$ cat config.mk
export PLATFORM = sky130hd
export DESIGN_NAME = dh_modexp_scheduler
export DESIGN_NICKNAME = d
export VERILOG_FILES = /design/src/rtl/dh_pkg.sv /design/src/rtl/dh_rr_arbiter2.sv /design/src/rtl/dh_modexp_scheduler.sv
export SDC_FILE = /design/constraint.sdc
export NUM_CORES = 1
export LEC_CHECK = 0
export CORE_AREA = 2 2 435 437
export CTS_CLUSTER_DIAMETER = 60
export DETAILED_ROUTE_END_ITERATION = 8
export DIE_AREA = 0 0 437 439
export GPL_TIMING_DRIVEN = 0
export HOLD_SLACK_MARGIN = 0.12
export SYNTH_ARGS = -nofsm -noshare
export SYNTH_HDL_FRONTEND = slang
export SYNTH_SLANG_ARGS = --single-unit
$ cat constraint.sdc
create_clock -name clk -period 3.94 [get_ports clk]
set_clock_uncertainty 0.2 [all_clocks]
set_input_delay 0.788 -clock clk [delete_from_list [all_inputs] [get_ports clk]]
set_output_delay 0.788 -clock clk [all_outputs]
set_load 0.01 [all_outputs]
$ cat src/rtl/dh_pkg.sv
// Shared types and constants for the DH modular-exponentiation job scheduler.
package dh_pkg;

  typedef enum logic [2:0] {
    IDLE,
    LAUNCH,
    WAIT_BUSY,
    WAIT_DONE,
    RESP
  } dh_state_e;

  localparam int DH_W           = 100;
  localparam int DH_TIMEOUT_CYC = 65535;

endpackage

$ cat src/rtl/dh_rr_arbiter2.sv
// Two-way round-robin arbiter; the served requester drops to low priority on update.
module dh_rr_arbiter2 (
  input  logic       clk,
  input  logic       rst,
  input  logic [1:0] req_i,
  input  logic       update_i,
  input  logic       served_i,
  output logic       valid_o,
  output logic       grant_o
);

  logic prio_q, prio_d;

  always_ff @(posedge clk) begin
    if (!rst) prio_q <= 1'b0;
    else      prio_q <= prio_d;
  end

  always_comb begin
    prio_d = prio_q;
    if (update_i) prio_d = ~served_i;
  end

  // The prioritised requester wins if it asks; otherwise the other one does.
  always_comb begin
    valid_o = |req_i;
    grant_o = prio_q;
    if (!req_i[prio_q]) grant_o = ~prio_q;
  end

endmodule

$ cat src/rtl/dh_modexp_scheduler.sv
// Arbitrates two requesters onto one modexp engine and returns results with an ack pulse.
// Optional watchdog enabled by defining DH_MODEXP_SCHED_TIMEOUT_EN.
module dh_modexp_scheduler
  import dh_pkg::*;
#(
  parameter int W           = DH_W,
  parameter int TIMEOUT_CYC = DH_TIMEOUT_CYC
) (
  input  logic         clk,
  input  logic         rst,
  input  logic         req0,
  input  logic         req1,
  input  logic [W-1:0] base0,
  input  logic [W-1:0] base1,
  input  logic [W:0]   exp0,
  input  logic [W:0]   exp1,
  input  logic [W-1:0] prime0,
  input  logic [W-1:0] prime1,
  output logic         ack0,
  output logic         ack1,
  output logic [W-1:0] result,
  output logic         err,
  output logic         eng_start,
  output logic [W-1:0] eng_base,
  output logic [W:0]   eng_exp,
  output logic [W-1:0] eng_prime,
  input  logic         eng_busy,
  input  logic [W-1:0] eng_result
);

  dh_state_e    state_q, state_d;
  logic         grant_q, grant_d;
  logic [W-1:0] engBase_q, engBase_d;
  logic [W:0]   engExp_q, engExp_d;
  logic [W-1:0] engPrime_q, engPrime_d;
  logic [W-1:0] result_q, result_d;
  logic         arbValid, arbGrant;
  logic         busyHit, doneHit, timeout;

  dh_rr_arbiter2 uArb (
    .clk      (clk),
    .rst      (rst),
    .req_i    ({req1, req0}),
    .update_i (state_q == RESP),
    .served_i (grant_q),
    .valid_o  (arbValid),
    .grant_o  (arbGrant)
  );

  assign busyHit = (state_q == WAIT_BUSY) && eng_busy;
  assign doneHit = (state_q == WAIT_DONE) && !eng_busy;

`ifdef DH_MODEXP_SCHED_TIMEOUT_EN
  localparam int CW = $clog2(TIMEOUT_CYC + 1);
  localparam logic [CW-1:0] TO_LAST = CW'(TIMEOUT_CYC - 1);

  logic [CW-1:0] cnt_q, cnt_d;
  logic          err_q, err_d;

  // Counter restarts whenever the FSM changes state, so each wait state gets a full budget.
  assign timeout = ((state_q == WAIT_BUSY) || (state_q == WAIT_DONE)) &&
                   (cnt_q == TO_LAST) && !busyHit && !doneHit;

  always_comb begin
    cnt_d = cnt_q;
    if (state_d != state_q)                                cnt_d = '0;
    else if ((state_q == WAIT_BUSY) || (state_q == WAIT_DONE)) cnt_d = cnt_q + 1'b1;
    err_d = err_q;
    if (doneHit)      err_d = 1'b0;
    else if (timeout) err_d = 1'b1;
  end

  always_ff @(posedge clk) begin
    if (!rst) begin
      cnt_q <= '0;
      err_q <= 1'b0;
    end else begin
      cnt_q <= cnt_d;
      err_q <= err_d;
    end
  end

  assign err = err_q;
`else
  assign timeout = 1'b0;
  assign err     = 1'b0;
`endif

  always_ff @(posedge clk) begin
    if (!rst) state_q <= IDLE;
    else      state_q <= state_d;
  end

  always_comb begin
    state_d = state_q;
    unique case (state_q)
      IDLE:      if (arbValid) state_d = LAUNCH;
      LAUNCH:    state_d = WAIT_BUSY;
      WAIT_BUSY: if (busyHit) state_d = WAIT_DONE;
                 else if (timeout) state_d = RESP;
      WAIT_DONE: if (doneHit || timeout) state_d = RESP;
      RESP:      state_d = IDLE;
      default:   state_d = IDLE;
    endcase
  end

  always_comb begin
    eng_start = (state_q == LAUNCH);
    ack0      = (state_q == RESP) && !grant_q;
    ack1      = (state_q == RESP) && grant_q;
  end

  // Operands are captured only at grant so the requester may change its inputs afterwards.
  always_comb begin
    grant_d    = grant_q;
    engBase_d  = engBase_q;
    engExp_d   = engExp_q;
    engPrime_d = engPrime_q;
    result_d   = result_q;
    if ((state_q == IDLE) && arbValid) begin
      grant_d    = arbGrant;
      engBase_d  = arbGrant ? base1  : base0;
      engExp_d   = arbGrant ? exp1   : exp0;
      engPrime_d = arbGrant ? prime1 : prime0;
    end
    if (doneHit)      result_d = eng_result;
    else if (timeout) result_d = '0;
  end

  always_ff @(posedge clk) begin
    if (!rst) begin
      grant_q    <= 1'b0;
      engBase_q  <= '0;
      engExp_q   <= '0;
      engPrime_q <= '0;
      result_q   <= '0;
    end else begin
      grant_q    <= grant_d;
      engBase_q  <= engBase_d;
      engExp_q   <= engExp_d;
      engPrime_q <= engPrime_d;
      result_q   <= result_d;
    end
  end

  assign eng_base  = engBase_q;
  assign eng_exp   = engExp_q;
  assign eng_prime = engPrime_q;
  assign result    = result_q;

endmodule

run_1/placement.png
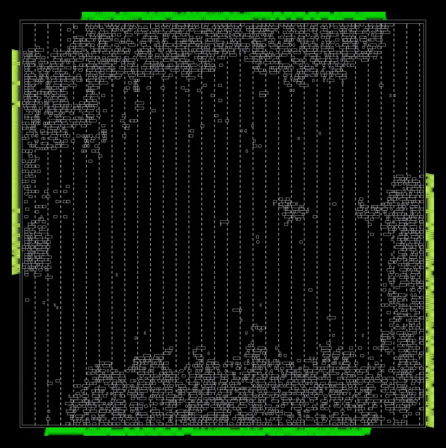
seq_cells: 406
post-layout util: 19.4%
Seq area share: 22.4%
Layout fillers: 20800

run_1/flops_by_reg.png
Scale: 1 px per um. Other sequential cells in the stronger grey, the rest of the logic in the fainter grey.
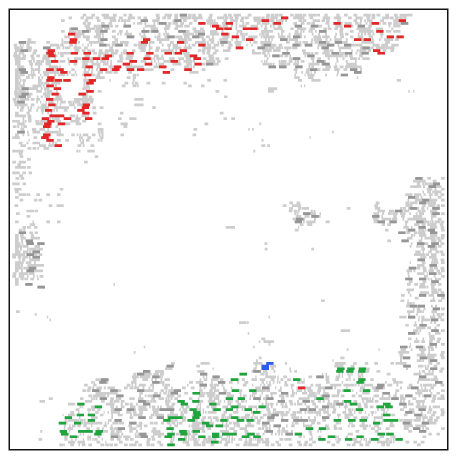
- red: eng_exp (sequential cells 101; where a horizontal strip, top)
- blue: state_q (sequential cells 3)
- green: result (sequential cells 100; where a horizontal strip, bottom)
- not coloured: 202
P_seq: 0.00496 W
register area: 8130 um^2

==> changes_impl.md, run 1 <==
## Flow update

- 1st-iter DRT viols: 2142
- CP max-delay cell: buf_2
- Critical path's largest stage delay: 630 ps
- Internal power: 0.0101 W
- Top cell area share: 40.5%
- P_sw: 0.00530 W
- # Cells Yosys: 2242
- Num CTS Buffers: 61
- Syn avg cell area: 8.94 um^2
- CTS tree: done
- Ys flops: 406
- Worst-margin pin slew: 1360 ps
- Row cnt: 159
- Dpl cell area: 34300 um^2
- CTS-repair resized insts: 0
- Routed via count: 25100
- Pins Over Slew Limit: 0
- WL/cell: 29.6 um
- Setup_tns: 0 ps
- Routed WL: 177000 um
- Synth top cell by count: dfxtp_1
- Width of the die: 437 um
- Tmin final: 3680 ps
- Io pins: 1112
- IO Port Bufs: 1110
- RSZ-0062 raised after global routing: false
- Predominant post-synthesis flop cell: dfxtp_1
- Status: complete, no violations
- Clk sinks: 406
- Avg Vias per Cell: 4.20
- Post-synth EDFFs: 0
- Combinational power share: 31.9%
- Period Utilization, post-route: 93.4%
- Peak VDD IR: 0.314 mV
- Final #Nets: 4124
- RePlAce Congestion: 1.03
- Sequential-to-total area share from yosys stat: 40.5%
- Hold_buf cts: 0
- Layout cell share with drive strength beyond 1: 15.0%
- Fmax: 0.272 GHz
- Cells after DPL: 5849
- Finished Cell Area: 36300 um^2
- Biggest area cells: dfxtp_1 41%, a311oi_2 22%, a21oi_1 10%
- Crit-path max FO: 10
- Arr. time, crit path: 4080 ps
- Clk buf depth: 3
- Number of global-route vias before repair: 24100
- Setup CP Type: input port to flop
- Synth area leader: dfxtp_1
- Clock-pin transition on the worst setup and hold timing paths: 60 ps
- Setup bufs post-CTS: 0
- Syn Nets: 2949
- Antenna viol nets, final: 0
- Final setup violation count: 0
- Synthesized area: 20000 um^2
- Layout area overhead: 81.3%
- Total track usage: 17.4%
- Root buffer cell: clkbuf_16
- Chip Area: 192000 um^2
- Remaining global-route overflow: 0
- Syn Inst Count: 2242
- H-Tree Depth: 2
- Ys Warns: 0
- Max Cap Viol: 0
- Die height: 439 um
- Yosys stat area: 20000 um^2
- Post-DP HPWL: 149000 um
- Crit-path cells: clkdlybuf4s50_1 > nor2b_1 > buf_2 > clkbuf_1 > o21ai_0 > a311oi_2
- Slew HR: 9.59%
- OpenROAD warnings: 26
- Seq pwr share: 32.2%
- Crit path DRT: 4340 ps
- PwrDens: 424 nW/um^2
- Final Hold Viols: 0
- Worst setup SP type: input port
- Synth unique cells: 29
- CP Capture Type: flop
- Pre-antenna DRT Iters: 5
- Core area: 187000 um^2
- Final cell count without fillers: 5975
- DP Worst Slack: -746 ps
- Final WS setup: 258 ps
- Init Core Util: 10.7%
- Residual DRC: 0
- First-pass GRT wire length: 226000 um
- Top cells by instance count after synthesis: 406 x dfxtp_1, 403 x a21oi_1, 301 x nand3_1, 301 x o21ai_0, 290 x a311oi_2
- Switch share: 34.4%
- Hold Path Class: flop to flop
- Leak Pwr: 11.5 nW
- Largest net degree at the start of global routing: 16
- Initial antenna violation count: 56
- Ys async rst share: 0%
run_1/clk_routes.png
Scale: 1 px per um.
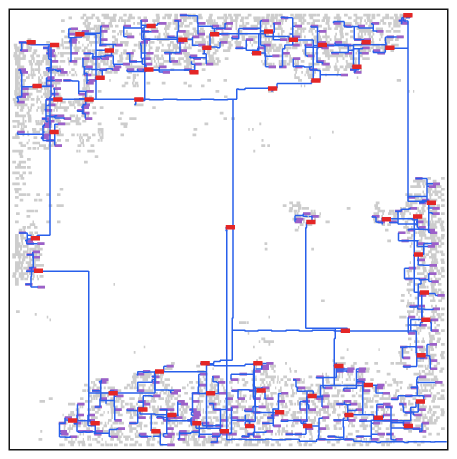
- red: clock drivers (count 61)
- blue: clock wires (length 8240 um)
- purple: flip-flops (count 406)
- flops lie: all over the die
part of the power in the clock network: 35.9%
clock network power: 0.00553 W
Insertion Delay late pin: 690 ps

-- run 1: area by class of cell --
class	count	area [um^2]	area share, %
inverters	2	7.51	0.0207
clock buffers	83	1750	4.82
plain buffers	303	1520	4.18
well taps	2495	3120	8.59
diodes	17	42.5	0.117
repair buffers	1112	11100	30.7
multi-input cells	1531	10400	28.6
clock inverters	26	239	0.658
flip-flops and latches	406	8130	22.4
-- run 1: placed cells by master, fill, tap and decap left out, types with 2 or more instances in the layout --
master	count
a21oi_1	403
a311oi_1	11
a311oi_2	290
buf_2	84
buf_4	8
buf_6	33
bufinv_16	2
clkbuf_1	187
clkbuf_16	62
clkbuf_8	12
clkdlybuf4s50_1	1110
clkinv_2	8
clkinv_4	3
clkinvlp_4	7
dfxtp_1	406
diode_2	17
inv_6	5
nand2_1	202
nand2b_1	3
nand3_1	301
nor2_1	4
nor3_1	3
o21ai_0	300
-- run 1: state kept, by name, indices dropped and copies added, names as in the netlist --
register     cells
grant_q          1
eng_prime      100
uArb.prio_q      1
state_q          3
eng_base       100
eng_exp        101
result         100
-- run 1: logic make-up (layout without fill, tap and decap cells) --
family	after synthesis	after routing	share of synthesized area [%]
AND-OR/OR-AND	1008	1008	39.9
AND/OR/NAND/NOR	522	522	11.9
flip-flops	406	406	40.5
buffers and inverters	305	1526	7.60
other	1	18	0.0187
-- run 1: metrics by stage --
| step | total power (W) | util [%] | hold slack [ps] |
|---|---|---|---|
| after CTS | 0.0156 | 19.4 | 254 |
| after global placement | 0.00990 | 18.3 | 242 |
| after detailed placement | 0.00995 | 18.3 | 246 |
| after global routing | 0.0159 | 19.4 | 273 |
| after floorplan | 0.00701 | - | 281 |
| final | 0.0154 | 19.4 | 256 |
-- run 1: final timing paths --
check             cells after the start  slack (ps)       endpoint   startpoint
setup / recovery                      6         260  eng_prime[14]         req0
setup reg to reg                      5         550  eng_prime[14]  uArb.prio_q
hold reg to reg                       2         260     result[24]   result[24]
hold / removal                        2         260     result[24]   result[24]
-- run 1: power groups by stage --
stage / registers, W / logic (W) / clock network, W
CTS: 0.00494 / 0.00494 / 0.00568
global placement: 0.00501 / 0.00489 / 0
detailed placement: 0.00502 / 0.00492 / 0
finish: 0.00496 / 0.00490 / 0.00553
global route: 0.00499 / 0.00514 / 0.00582
floorplan: 0.00512 / 0.00188 / 0
-- run 1: per-layer routing --
layer  up-vias  wire, um  track usage [%]
li1      10900         -                -
met1     12400     67800             20.1
met2      1456     80700             28.1
met3       322     17800             6.51
met4        34      9900             8.57
met5         -       406            0.744
-- run 1: critical path: cells and delay by family --
kind / cells / cell delay [ps]
AND-OR/OR-AND: 2 / 950
buffers and inverters: 3 / 1690
AND/OR/NAND/NOR: 1 / 610
run_1/placement_by_type.png
Scale: 1 px per um.
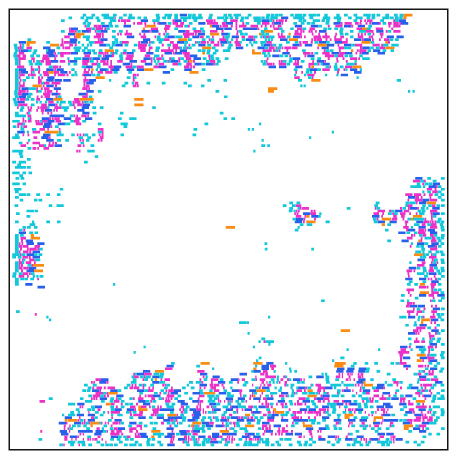

## Run 2: what changed since run 1
- CAP_MARGIN: default -> 20
- HOLD_SLACK_MARGIN: 0.12 -> 0.05
run_2/placement_by_type.png
Scale: 1 px per um.
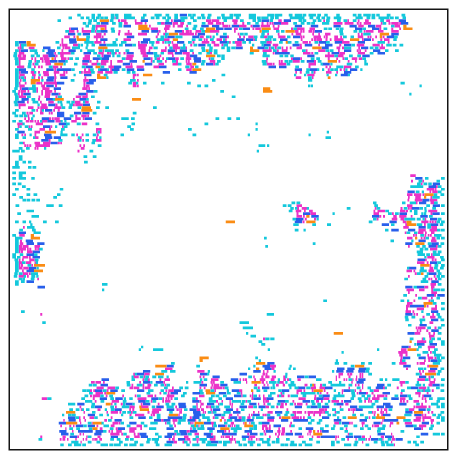
- magenta: combinational and other logic (cells 1533)
- blue: flops (cells 406)
- cyan: other buffers and delay cells (cells 1422)
- orange: clock drivers and dummy loads (cells 107)
row cnt: 159
Finished Cell Area: 36500 um^2
post-layout util: 19.5%
Seq area share: 22.3%
core area: 187000 um^2

run_2/flops_by_reg.png
Scale: 1 px per um. Other sequential cells in the stronger grey, the rest of the logic in the fainter grey.
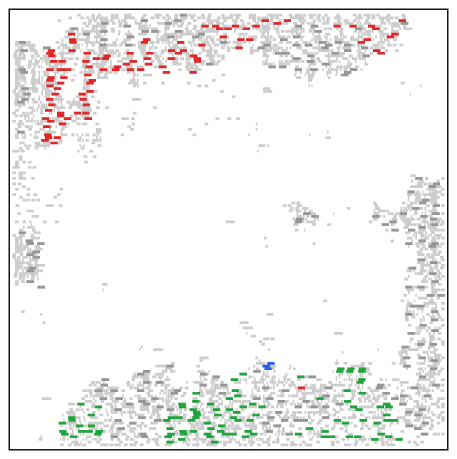
- green: result (sequential cells 100; where a horizontal strip, bottom)
- red: eng_exp (sequential cells 101; where a horizontal strip, top)
- blue: state_q (sequential cells 3)
- not coloured: 202

==> run 2 against run 1 <==
Wire length decreased by 0.25%; non-clock buffer count increased by 7; register-to-register slack improved by 240 ps; sequential share of layout area down 0.097 points; design area increased by 0.43%; highest routed layer unchanged.
==> changes_impl.md, run 2 <==
## Flow update

- Status: complete, no violations
- DP Worst Slack: -750 ps
- Reg2Reg Depth: 5
- Post-synth EDFFs: 0
- Dominant comb cell: AND-OR/OR-AND gates
- Final #Nets: 4129
- Internal power: 0.0102 W
- Die height: 439 um
- Number of global-route vias before repair: 24200
- Multiplexer share of the synthesized area: 0%
- Chip Area: 192000 um^2
- Peak VDD IR: 0.327 mV
- RR Endpoint: eng_prime[14]
- Predominant post-synthesis flop cell: dfxtp_1
- CP Capture Type: flop
- Post-DP HPWL: 149000 um
- Area fraction in compound gates: 39.9%
- Init Core Util: 10.7%
- CTS-repair resized insts: 1
- 1st-iter DRT viols: 2430
- Fmax: 0.295 GHz
- Crit path DRT: 4290 ps
- Max reg flops: 101
- Ys async rst share: 0%
- Layout cell share with drive strength beyond 1: 15.1%
- Leak Pwr: 11.6 nW
- Synth top cell by count: dfxtp_1
- Part of the power in the clock network: 36.2%
- Synth area leader: dfxtp_1
- Setup CP Type: input port to flop
- WL/cell: 29.4 um
- CP max-delay cell: buf_2
- Largest net degree at the start of global routing: 16
- Sequential-to-total area share from yosys stat: 40.5%
- Clk buf depth: 3
- Period Utilization, post-route: 85.9%
- Seq pwr share: 32.0%
- FA/HA/MAJ Cells, Area Fraction: 0%
- RSZ-0062 raised after global routing: false
- RePlAce Congestion: 1.03
- Total track usage: 17.3%
- Area fraction in and, or, nand and nor cells: 11.9%
- Initial antenna violation count: 58
- Residual DRC: 0
- Routed via count: 25100
- Worst hold path cell count: 2
- Io pins: 1112
- Crit-path cells: clkdlybuf4s50_1 > nor2b_2 > buf_2 > clkbuf_1 > o21ai_0 > a311oi_2
- PwrDens: 424 nW/um^2
- Hold endpoint: result[24]
- Most frequent cells in the layout: 1110 x clkdlybuf4s50_1, 406 x dfxtp_1, 403 x a21oi_1, 301 x nand3_1, 300 x o21ai_0
- Yosys stat area: 20000 um^2
- Arr. time, crit path: 3730 ps
- Syn Nets: 2949
- Hold Startpoint: result[24]
- Antenna viol nets, final: 0
- Layout area overhead: 82.1%
- R2R Path Start: uArb.prio_q
- Worst setup SP type: input port
- Max Cap Viol: 0
- P_sw: 0.00530 W
- Final setup violation count: 0
- Final WS setup: 555 ps
- XOR/XNOR share of the synthesized area: 0%
- First-pass GRT wire length: 226000 um
- Ys Warns: 0
- Hold Path Class: flop to flop
- Final Hold Viols: 0
- Flop-to-flop setup slack: 790 ps
- Syn avg cell area: 8.94 um^2
- Pre-antenna DRT Iters: 6
- Num CTS Buffers: 59
- Synth unique cells: 29
- Most numerous logic cell after layout: clkdlybuf4s50_1
- Slew HR: 26.8%
==> run 2: cell counts after synthesis <==
Identical to the previous run, type by type.
==> run 2: how the worst max path moves through the flow <==
stage	end	startpoint
final	eng_base[26]	req0
after global routing	eng_base[26]	req0
after CTS	eng_base[26]	req0
after detailed placement	eng_base[26]	req0
after global placement	eng_base[55]	req0
after floorplan	eng_base[89]	req1
==> run 2: through the flow <==
| stage | area, um^2 | util (%) | std cells | total power [W] | setup TNS [ps] |
|---|---|---|---|---|---|
| floorplan | 20000 | - | 2242 | 0.00701 | 0 |
| global placement | 34300 | 18.3 | 5847 | 0.00990 | -39700 |
| detailed placement | 34400 | 18.4 | 5856 | 0.00996 | -26030 |
| finish | 36500 | 19.5 | 5989 | 0.0155 | 0 |
| global route | 36500 | 19.5 | 5973 | 0.0160 | 0 |
| CTS | 36400 | 19.5 | 5963 | 0.0156 | 0 |
==> run 2: cells by family after synthesis <==
logic type	after synthesis
flops	406
compound gates	1008
simple gates	522
other cells	1
buf+inv	305
==> run 2: worst max-delay path, delay by kind of cell <==
kind	cells	cell delay [ps]
buffers and inverters	3	1750
AOI/OAI and AO/OA	2	690
and+or+nand+nor	1	460
==> run 2: routing by layer <==
layer	track usage [%]	vias up	share of wire [%]
met1	20.8	12400	40
li1	-	10900	-
met3	5.62	309	9.4
met4	7.16	28	4.6
met5	0	-	0.099
met2	28.3	1457	46
==> run 2: area by class of cell <==
| type | count | area (um^2) |
|---|---|---|
| repair buffers | 1119 | 11300 |
| well taps | 2495 | 3120 |
| inverters | 2 | 7.51 |
| clock inverters | 29 | 364 |
| diodes | 26 | 65.1 |
| clock buffers | 78 | 1630 |
| multi-input cells | 1531 | 10400 |
| flip-flops and latches | 406 | 8130 |
| fillers | 20800 | 151000 |
| plain buffers | 303 | 1520 |
==> run 2: power groups by stage <==
stage	Clock [W]	Combinational, W	Sequential, W
finish	0.00561	0.00492	0.00496
global route	0.00589	0.00514	0.00499
detailed placement	0	0.00494	0.00502
global placement	0	0.00489	0.00501
floorplan	0	0.00188	0.00512
CTS	0.00575	0.00496	0.00494
run_2/clk_routes.png
Scale: 1 px per um.
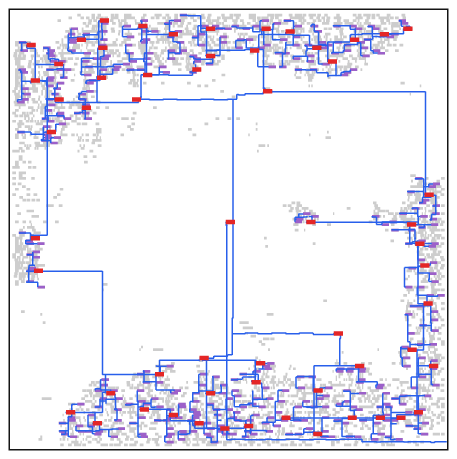

## Run 3: what changed since run 2
- CORE_AREA: 2 2 435 437 -> 2 2 434 436
- DIE_AREA: 0 0 437 439 -> 0 0 436 438
- SLEW_MARGIN: default -> 20
- SYNTH_HIERARCHICAL: default -> 1
run_3/clk_routes.png
Scale: 1 px per um.
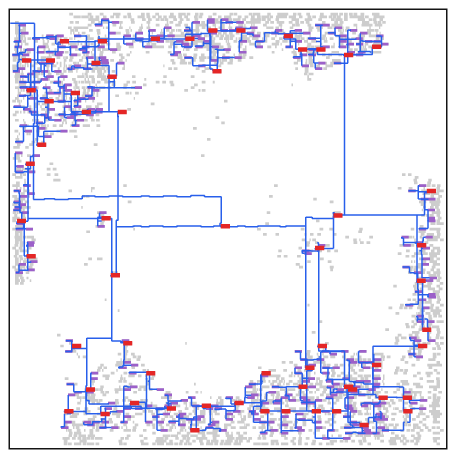
- purple: flip-flops (count 406)
- red: clock drivers (count 61)
- blue: clock wires (length 7840 um)
- routed clock nets: 62

run_3/io_fan.png
Scale: 1 px per um.
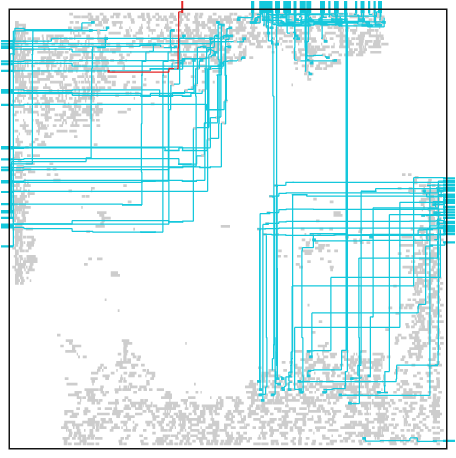
- cyan: exp1 (direction input; edge 46 north, 28 east, 27 west; end cells 101; buffers 101; wire 17200 um)
- red: ack0 (direction output; edge north; end cells 1; buffers 1; wire 131 um)

==> run 3 against run 2 <==
Maximum frequency down 3.4%; highest routed layer unchanged; worst setup slack lost 120 ps; die area shrank 0.46%; via count down 21%; worst hold slack improved by 13 ps; largest power group unchanged; non-clock buffer count decreased by 132; sequential power decreased by 1%.
==> changes_impl.md, run 3 <==
## Flow update

- Width of the die: 436 um
- Core area: 187000 um^2
- Layout cell share with drive strength beyond 1: 7.32%
- Fin Hold WS: 266 ps
- Avg Vias per Cell: 3.56
- Final cell count without fillers: 5551
- Final #Nets: 3692
- Post-synth EDFFs: 0
- 1st-iter DRT viols: 1174
- CTS-repair resized insts: 0
- Clk sinks: 406
- Init Core Util: 9.60%
- Synth area leader: dfxtp_1
- Fmax: 0.285 GHz
- Slew HR: 29.7%
- Setup CP Type: flop to primary output
- Crit path DRT: 2950 ps
- RePlAce Congestion: 0.949
- Most numerous logic cell after layout: clkdlybuf4s50_1
- Ys async rst share: 0%
- Crit-path cells: nor2_1 > and2_1 > nor2b_1 > clkdlybuf4s50_1
- PwrDens: 432 nW/um^2
- Row cnt: 159
- Reg2Reg Depth: 7
- Flop-to-flop setup slack: 800 ps
- Family with the most delay on the worst path: simple AND/OR/NAND/NOR gates
- Worst hold path cell count: 2
- Insertion Delay late pin: 680 ps
- Synth unique cells: 22
- Tmin final: 3500 ps
- Post-DP HPWL: 131000 um
- Top cell area share: 45.4%
- CTS tree: done
- Chip Area: 191000 um^2
- Sequential-to-total area share from yosys stat: 45.4%
- Setup bufs post-CTS: 0
- OpenROAD warnings: 26
- Yosys stat area: 17900 um^2
- Routed via count: 19800
- Ys Warns: 6
- Synthesized area: 17900 um^2
- Antenna viol nets, final: 0
- WL/cell: 27.3 um
- RSZ-0062 raised after global routing: false
- Clk buf depth: 3
- Crit path buffers/inverters: 1
- Predominant post-synthesis flop cell: dfxtp_1
- IO Port Bufs: 1110
- Layout area overhead: 91.5%
- Die height: 438 um
- Most frequent cells in the layout: 1110 x clkdlybuf4s50_1, 406 x dfxtp_1, 404 x nand2_1, 302 x mux2i_1, 302 x o211a_1
- Residual DRC: 0
- # Cells Yosys: 1812
- Period Utilization, post-route: 88.9%
- Number of global-route vias before repair: 19600
- Max reg flops: 101
- Final Hold Viols: 0
- Initial antenna violation count: 104
- R2R Path Start: uArb/prio_q
- Layout fillers: 20900
- Ys flops: 406
- Routed WL: 151000 um
- Peak VDD IR: 0.291 mV
- Syn Nets: 2519
- Syn avg cell area: 9.89 um^2
- First-pass GRT wire length: 192000 um
- H-Tree Depth: 2
- Largest net degree at the start of global routing: 17
- Biggest area cells: dfxtp_1 45%, mux2i_1 17%, o211a_1 17%
- Status: complete, no violations
- Hold Path Class: flop to flop
- Pre-antenna DRT Iters: 6
- Num CTS Buffers: 61
- Cells after DPL: 5417
- Top cells by instance count after synthesis: 406 x dfxtp_1, 404 x nand2_1, 302 x mux2i_1, 302 x o211a_1, 101 x o21ai_0
- Syn Inst Count: 1812
- Final setup violation count: 0
- Remaining global-route overflow: 0
- CP Capture Type: primary output
- Max Cap Viol: 0
- RR Endpoint: eng_base[73]
- Worst setup SP type: flop
- Worst-margin pin slew: 1050 ps
- Crit-path max FO: 7
- Synth top cell by count: dfxtp_1
- Hold endpoint: result[65]
-- run 3: cell types whose count changed after synthesis, sizes merged, moves of 9 or more --
cell	change
a21oi	-402
a311oi	-301
buf	-9
clkbuf	-114
mux2i	+302
nand2	+202
nand3	-201
o211a	+302
o21ai	-200
-- run 3: cells by family (layout without fill, tap and decap cells) --
family,after synthesis,count (layout),share of synthesized area [%]
and+or+nand+nor,519,519,11.8
DFF,406,406,45.4
AOI/OAI and AO/OA,404,404,19.7
muxes,302,302,16.9
buffers and inverters,180,1401,6.19
other,1,24,0.0209
-- run 3: power by group --
part           switching, W  internal [W]  leakage, nW
Sequential         0.000316       0.00459         3.35
Clock               0.00234       0.00346         1.03
Combinational       0.00199       0.00212         11.1
-- run 3: stage by stage --
stage	util, %	setup TNS [ps]	power [W]	instance area [um^2]	setup WS (ps)
2_1_floorplan	-	0	0.00646	17900	1780
3_3_place_gp	17.2	-10930	0.00911	32100	-508
3_5_place_dp	17.2	-4160	0.00914	32100	-530
4_1_cts	18.4	0	0.0151	34200	248
5_1_grt	18.4	0	0.0154	34300	260
6_report	18.4	0	0.0148	34300	436
-- run 3: final cells by class --
class | count | area (um^2) | area share, %
diodes | 23 | 57.6 | 0.168
plain buffers | 180 | 1110 | 3.24
clock buffers | 76 | 1650 | 4.82
clock inverters | 35 | 447 | 1.30
multi-input cells | 1226 | 8680 | 25.3
flip-flops and latches | 406 | 8130 | 23.7
well taps | 2495 | 3120 | 9.10
repair buffers | 1110 | 11100 | 32.4
-- run 3: metal layers --
metal	vias up	share of wire [%]	GRT usage, %
li1	8877	-	-
met2	943	51	27.1
met4	50	3.6	5.27
met1	9616	36	16.1
met3	299	9.3	5.75
met5	-	0.21	0
-- run 3: worst max path at each step --
stage | from | end | slack [ps] | depth (start not counted)
after floorplan | req0 | eng_base[10] | 1780 | 7
final | state_q[1] | ack0 | 440 | 4
after detailed placement | req0 | eng_base[73] | -530 | 8
after CTS | req0 | eng_base[73] | 250 | 8
after global routing | req0 | eng_base[73] | 260 | 8
after global placement | req0 | eng_base[73] | -510 | 8
-- run 3: worst min-delay path, cell delays in order, from the launching register on --
cell and delay [ps]:
dfxtp_1 310, nand3_1 50, o21ai_0 60
Power figures rest on the tool's default switching activity, not on a simulated workload.
